===== src/rtl/stack_arbiter_if.sv =====
// Requester, response and stack-command signals shared between stack_arbiter
// (slave side) and whatever drives requests and hosts the stack (master side).
interface stack_arbiter_if #(
  parameter int DATA_W = 8
);
  logic              req0_valid;
  logic              req0_op;
  logic [DATA_W-1:0] req0_data;
  logic              req0_ready;
  logic              rsp0_valid;
  logic [DATA_W-1:0] rsp0_data;
  logic              rsp0_error;

  logic              req1_valid;
  logic              req1_op;
  logic [DATA_W-1:0] req1_data;
  logic              req1_ready;
  logic              rsp1_valid;
  logic [DATA_W-1:0] rsp1_data;
  logic              rsp1_error;

  logic              stk_push;
  logic              stk_pop;
  logic [DATA_W-1:0] stk_data_in;
  logic [DATA_W-1:0] stk_data_out;
  logic              stk_error;

  modport slave (
    input  req0_valid, req0_op, req0_data,
    input  req1_valid, req1_op, req1_data,
    input  stk_data_out, stk_error,
    output req0_ready, rsp0_valid, rsp0_data, rsp0_error,
    output req1_ready, rsp1_valid, rsp1_data, rsp1_error,
    output stk_push, stk_pop, stk_data_in
  );

  modport master (
    output req0_valid, req0_op, req0_data,
    output req1_valid, req1_op, req1_data,
    output stk_data_out, stk_error,
    input  req0_ready, rsp0_valid, rsp0_data, rsp0_error,
    input  req1_ready, rsp1_valid, rsp1_data, rsp1_error,
    input  stk_push, stk_pop, stk_data_in
  );
endinterface


===== src/rtl/stack_arbiter.sv =====
// Two-requester arbiter in front of a fixed-latency stack, one op in flight.
// Define STACK_ARB_FIXED_PRI_EN to make requester 0 win every tie (else round-robin).
//
// state | meaning
// IDLE  | no op in flight; grant a pending requester
// ISSUE | drive stk_push/stk_pop for one cycle (skipped if rejected locally)
// WAIT  | LAT cycles for the stack; capture its result on the last one
// RESP  | one-cycle response pulse to the granted requester
module stack_arbiter #(
  parameter int DEPTH  = 16,
  parameter int DATA_W = 8,
  parameter int LAT    = 2
) (
  input  logic                   clk,
  input  logic                   reset_n,
  stack_arbiter_if.slave         bus,
  output logic [$clog2(DEPTH):0] count,
  output logic                   busy
);

  localparam int CNT_W  = $clog2(DEPTH) + 1;
  localparam int WAIT_W = (LAT > 1) ? $clog2(LAT) : 1;
  localparam logic [CNT_W-1:0] FULL = CNT_W'(DEPTH);

  typedef enum logic [1:0] {IDLE, ISSUE, WAIT, RESP} state_e;

  state_e              state_q, state_d;
  logic                armed_q, armed_d;
  logic                gnt_q, gnt_d;
  logic                op_q, op_d;
  logic [DATA_W-1:0]   data_q, data_d;
  logic                rej_q, rej_d;
  logic [DATA_W-1:0]   cap_data_q, cap_data_d;
  logic                cap_err_q, cap_err_d;
  logic [CNT_W-1:0]    count_q, count_d;
  logic [WAIT_W-1:0]   wait_q, wait_d;

  logic                win;
  logic                win_op;
  logic [DATA_W-1:0]   win_data;

`ifdef STACK_ARB_FIXED_PRI_EN
  assign win = !bus.req0_valid;
`else
  logic ptr_q, ptr_d;
  // ptr_q names the requester that wins the next tie
  assign win = (bus.req0_valid && bus.req1_valid) ? ptr_q : !bus.req0_valid;
`endif

  assign win_op   = win ? bus.req1_op   : bus.req0_op;
  assign win_data = win ? bus.req1_data : bus.req0_data;

  assign count = count_q;
  assign busy  = (state_q != IDLE);

  always_comb begin
    state_d    = state_q;
    armed_d    = 1'b1;
    gnt_d      = gnt_q;
    op_d       = op_q;
    data_d     = data_q;
    rej_d      = rej_q;
    cap_data_d = cap_data_q;
    cap_err_d  = cap_err_q;
    count_d    = count_q;
    wait_d     = wait_q;
`ifndef STACK_ARB_FIXED_PRI_EN
    ptr_d      = ptr_q;
`endif
    bus.req0_ready  = 1'b0;
    bus.req1_ready  = 1'b0;
    bus.rsp0_valid  = 1'b0;
    bus.rsp1_valid  = 1'b0;
    bus.rsp0_data   = '0;
    bus.rsp1_data   = '0;
    bus.rsp0_error  = 1'b0;
    bus.rsp1_error  = 1'b0;
    bus.stk_push    = 1'b0;
    bus.stk_pop     = 1'b0;
    bus.stk_data_in = '0;

    case (state_q)
      IDLE: begin
        // armed_q holds off grants for the first cycle after reset release
        if (armed_q && (bus.req0_valid || bus.req1_valid)) begin
          bus.req0_ready = !win;
          bus.req1_ready = win;
          gnt_d      = win;
          op_d       = win_op;
          data_d     = win_data;
          rej_d      = win_op ? (count_q == FULL) : (count_q == '0);
          cap_data_d = '0;
          cap_err_d  = 1'b0;
`ifndef STACK_ARB_FIXED_PRI_EN
          ptr_d      = !win;
`endif
          state_d    = ISSUE;
        end
      end
      ISSUE: begin
        if (rej_q) begin
          state_d = RESP;
        end else begin
          bus.stk_push    = op_q;
          bus.stk_pop     = !op_q;
          bus.stk_data_in = data_q;
          count_d = op_q ? count_q + 1'b1 : count_q - 1'b1;
          wait_d  = WAIT_W'(LAT - 1);
          state_d = WAIT;
        end
      end
      WAIT: begin
        if (wait_q == '0) begin
          cap_data_d = bus.stk_data_out;
          cap_err_d  = bus.stk_error;
          state_d    = RESP;
        end else begin
          wait_d = wait_q - 1'b1;
        end
      end
      RESP: begin
        bus.rsp0_valid = !gnt_q;
        bus.rsp1_valid = gnt_q;
        bus.rsp0_error = !gnt_q && (rej_q || cap_err_q);
        bus.rsp1_error = gnt_q && (rej_q || cap_err_q);
        if (!op_q && !rej_q && !cap_err_q) begin
          bus.rsp0_data = gnt_q ? '0 : cap_data_q;
          bus.rsp1_data = gnt_q ? cap_data_q : '0;
        end
        state_d = IDLE;
      end
      default: state_d = IDLE;
    endcase
  end

  always_ff @(posedge clk or negedge reset_n) begin
    if (!reset_n) begin
      state_q    <= IDLE;
      armed_q    <= 1'b0;
      gnt_q      <= 1'b0;
      op_q       <= 1'b0;
      data_q     <= '0;
      rej_q      <= 1'b0;
      cap_data_q <= '0;
      cap_err_q  <= 1'b0;
      count_q    <= '0;
      wait_q     <= '0;
`ifndef STACK_ARB_FIXED_PRI_EN
      ptr_q      <= 1'b0;
`endif
    end else begin
      state_q    <= state_d;
      armed_q    <= armed_d;
      gnt_q      <= gnt_d;
      op_q       <= op_d;
      data_q     <= data_d;
      rej_q      <= rej_d;
      cap_data_q <= cap_data_d;
      cap_err_q  <= cap_err_d;
      count_q    <= count_d;
      wait_q     <= wait_d;
`ifndef STACK_ARB_FIXED_PRI_EN
      ptr_q      <= ptr_d;
`endif
    end
  end

endmodule


===== src/flat_wrapper.sv =====
// flat-port wrapper written by rule: the top's interface ports become plain ports
module stack_arbiter_flat 
#(
  parameter int DEPTH  = 16,
  parameter int DATA_W = 8,
  parameter int LAT    = 2
)
  (clk, reset_n, count, busy, bus_req0_valid, bus_req0_op, bus_req0_data, bus_req1_valid, bus_req1_op, bus_req1_data, bus_stk_data_out, bus_stk_error, bus_req0_ready, bus_rsp0_valid, bus_rsp0_data, bus_rsp0_error, bus_req1_ready, bus_rsp1_valid, bus_rsp1_data, bus_rsp1_error, bus_stk_push, bus_stk_pop, bus_stk_data_in);
  stack_arbiter_if #(.DATA_W(DATA_W)) bus_i ();
  input  logic clk;
  input  logic reset_n;
  output logic [$clog2(DEPTH):0] count;
  output logic busy;
  input wire logic [$bits(bus_i.req0_valid)-1:0] bus_req0_valid;
  input wire logic [$bits(bus_i.req0_op)-1:0] bus_req0_op;
  input wire logic [$bits(bus_i.req0_data)-1:0] bus_req0_data;
  input wire logic [$bits(bus_i.req1_valid)-1:0] bus_req1_valid;
  input wire logic [$bits(bus_i.req1_op)-1:0] bus_req1_op;
  input wire logic [$bits(bus_i.req1_data)-1:0] bus_req1_data;
  input wire logic [$bits(bus_i.stk_data_out)-1:0] bus_stk_data_out;
  input wire logic [$bits(bus_i.stk_error)-1:0] bus_stk_error;
  output wire logic [$bits(bus_i.req0_ready)-1:0] bus_req0_ready;
  output wire logic [$bits(bus_i.rsp0_valid)-1:0] bus_rsp0_valid;
  output wire logic [$bits(bus_i.rsp0_data)-1:0] bus_rsp0_data;
  output wire logic [$bits(bus_i.rsp0_error)-1:0] bus_rsp0_error;
  output wire logic [$bits(bus_i.req1_ready)-1:0] bus_req1_ready;
  output wire logic [$bits(bus_i.rsp1_valid)-1:0] bus_rsp1_valid;
  output wire logic [$bits(bus_i.rsp1_data)-1:0] bus_rsp1_data;
  output wire logic [$bits(bus_i.rsp1_error)-1:0] bus_rsp1_error;
  output wire logic [$bits(bus_i.stk_push)-1:0] bus_stk_push;
  output wire logic [$bits(bus_i.stk_pop)-1:0] bus_stk_pop;
  output wire logic [$bits(bus_i.stk_data_in)-1:0] bus_stk_data_in;
  assign bus_i.req0_valid = bus_req0_valid;
  assign bus_i.req0_op = bus_req0_op;
  assign bus_i.req0_data = bus_req0_data;
  assign bus_i.req1_valid = bus_req1_valid;
  assign bus_i.req1_op = bus_req1_op;
  assign bus_i.req1_data = bus_req1_data;
  assign bus_i.stk_data_out = bus_stk_data_out;
  assign bus_i.stk_error = bus_stk_error;
  assign bus_req0_ready = bus_i.req0_ready;
  assign bus_rsp0_valid = bus_i.rsp0_valid;
  assign bus_rsp0_data = bus_i.rsp0_data;
  assign bus_rsp0_error = bus_i.rsp0_error;
  assign bus_req1_ready = bus_i.req1_ready;
  assign bus_rsp1_valid = bus_i.rsp1_valid;
  assign bus_rsp1_data = bus_i.rsp1_data;
  assign bus_rsp1_error = bus_i.rsp1_error;
  assign bus_stk_push = bus_i.stk_push;
  assign bus_stk_pop = bus_i.stk_pop;
  assign bus_stk_data_in = bus_i.stk_data_in;
  stack_arbiter #(.DEPTH(DEPTH), .DATA_W(DATA_W), .LAT(LAT)) u_core (.clk(clk), .reset_n(reset_n), .bus(bus_i), .count(count), .busy(busy));
endmodule

===== config.mk =====
export PLATFORM = sky130hd
export DESIGN_NAME = stack_arbiter_flat
export DESIGN_NICKNAME = d
export VERILOG_FILES = /design/src/rtl/stack_arbiter_if.sv /design/src/rtl/stack_arbiter.sv /design/src/flat_wrapper.sv
export SDC_FILE = /design/constraint.sdc
export NUM_CORES = 1
export LEC_CHECK = 0
export ABC_AREA = 1
export CAP_MARGIN = 20
export CORE_MARGIN = 2
export CORE_UTILIZATION = 41
export CTS_CLUSTER_DIAMETER = 100
export DETAILED_ROUTE_END_ITERATION = 10
export PLACE_DENSITY = 0.86
export SLEW_MARGIN = 20
export SYNTH_ARGS = -nofsm -noshare
export SYNTH_HDL_FRONTEND = slang
export SYNTH_SLANG_ARGS = --single-unit
export TNS_END_PERCENT = 10

===== constraint.sdc =====
create_clock -name clk -period 2.4 [get_ports clk]
set_clock_uncertainty 0.1 [all_clocks]
set_input_delay 0.24 -clock clk [delete_from_list [all_inputs] [get_ports clk]]
set_output_delay 0.24 -clock clk [all_outputs]
set_load 0.05 [all_outputs]

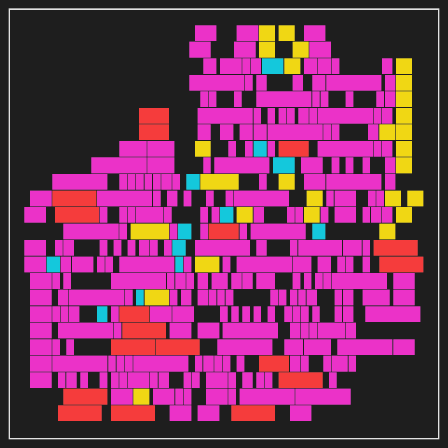
drive_strength.png
color	size	cells	most used
yellow	drive 3 to 4	27	buf_4
red	drive 6 and up	18	buf_12
magenta	drive 1 or less	260	nand2_1
cyan	drive 2	12	nand2_2
Area Growth Syn to Fin: 50.4%
bufs w/o clock: 73
design area: 2720 um^2
final worst setup slack: 111 ps

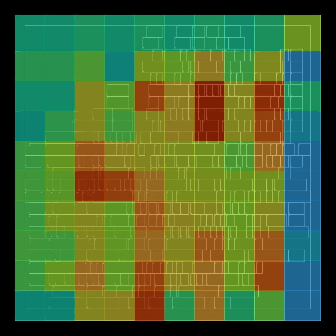
final_congestion.png
Total GRT Usage: 0.190
Global Route met3 Usage: 0.0548
Post-Route Utilization: 0.634

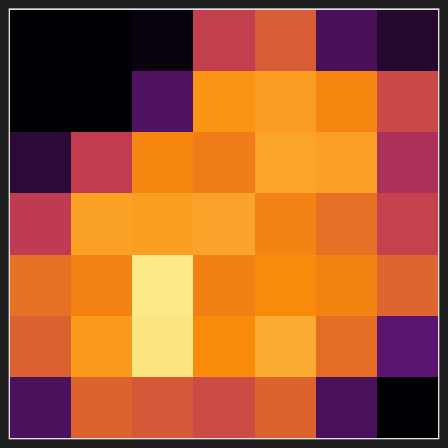
density.png
7 x 7 tiles, from black (low) to pale yellow (high), 0 to 100% covered.
tiles over 75% full	22%
emptiest ninth of the die	top left
nearly empty tiles	10%
fullest tile	95%
mean over tiles	54%
core footprint: 4290 um^2
Core Density at Floorplan: 0.422

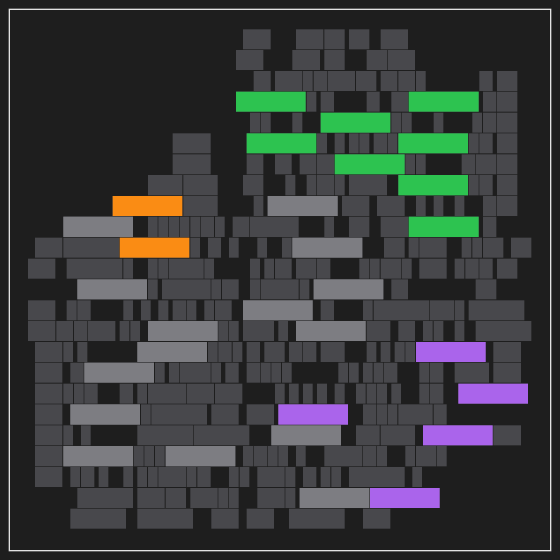
registers.png
Other sequential cells in the stronger gray, the rest of the logic in the fainter gray.
color	signal	placed flops
green	`u_core.cap_data_q`	8
purple	`u_core.count`	5
orange	`u_core.state_q`	2
not colored	15

==> flow_summary.json <==
{
  "status": "finished clean",
  "yosysChipArea_um2": 1810,
  "tapcell.inserted": 52,
  "worst_slew_pin_slew_ps": 505,
  "powerSeq_uw": 900,
  "drive_above_1_share": 0.180,
  "buffer_area_frac": 0.291,
  "drv_slew": 0,
  "via_per_inst": 4.81,
  "most_common_cell": "nand2_1",
  "internal_power_uw": 1760,
  "ctsHoldBuffers": 0,
  "crit_arrival_ps": 1950,
  "drc": 0,
  "yosys-stat-cells": 242,
  "crit_chain": "inv_1, ha_1, inv_1, clkdlybuf4s50_1",
  "rows": 24,
  "grt_pass1_vias": 1684,
  "grt_max_degree": 31,
  "placed_area_um2": 2630,
  "openroad.warnings": 29,
  "synth_top_flop_cell": "dfrtp_1",
  "dp.cells": 361,
  "p_sw_uw": 1690
}
## worst max-delay path: cells and delay by family (launching register included)
family / cells / cell delay (ps)
buf+inv: 3 / 980
flops: 1 / 390
fa+ha+maj: 1 / 290
## sequential cells by signal, indices dropped and copies added (netlist names)
register and flops:
u_core.data_q 8, u_core.wait_q 1, u_core.cap_err_q 1, u_core.armed_q 1, u_core.cap_data_q 8, u_core.count 5
u_core.state_q 2, u_core.rej_q 1, u_core.op_q 1, u_core.ptr_q 1, u_core.gnt_q 1
## worst max path at each step
stage               slack (ps)                to
global route                30              busy
finish                     110              busy
detailed placement         410              busy
floorplan                  130  bus_rsp0_data[4]
CTS                         80              busy
global placement           440              busy
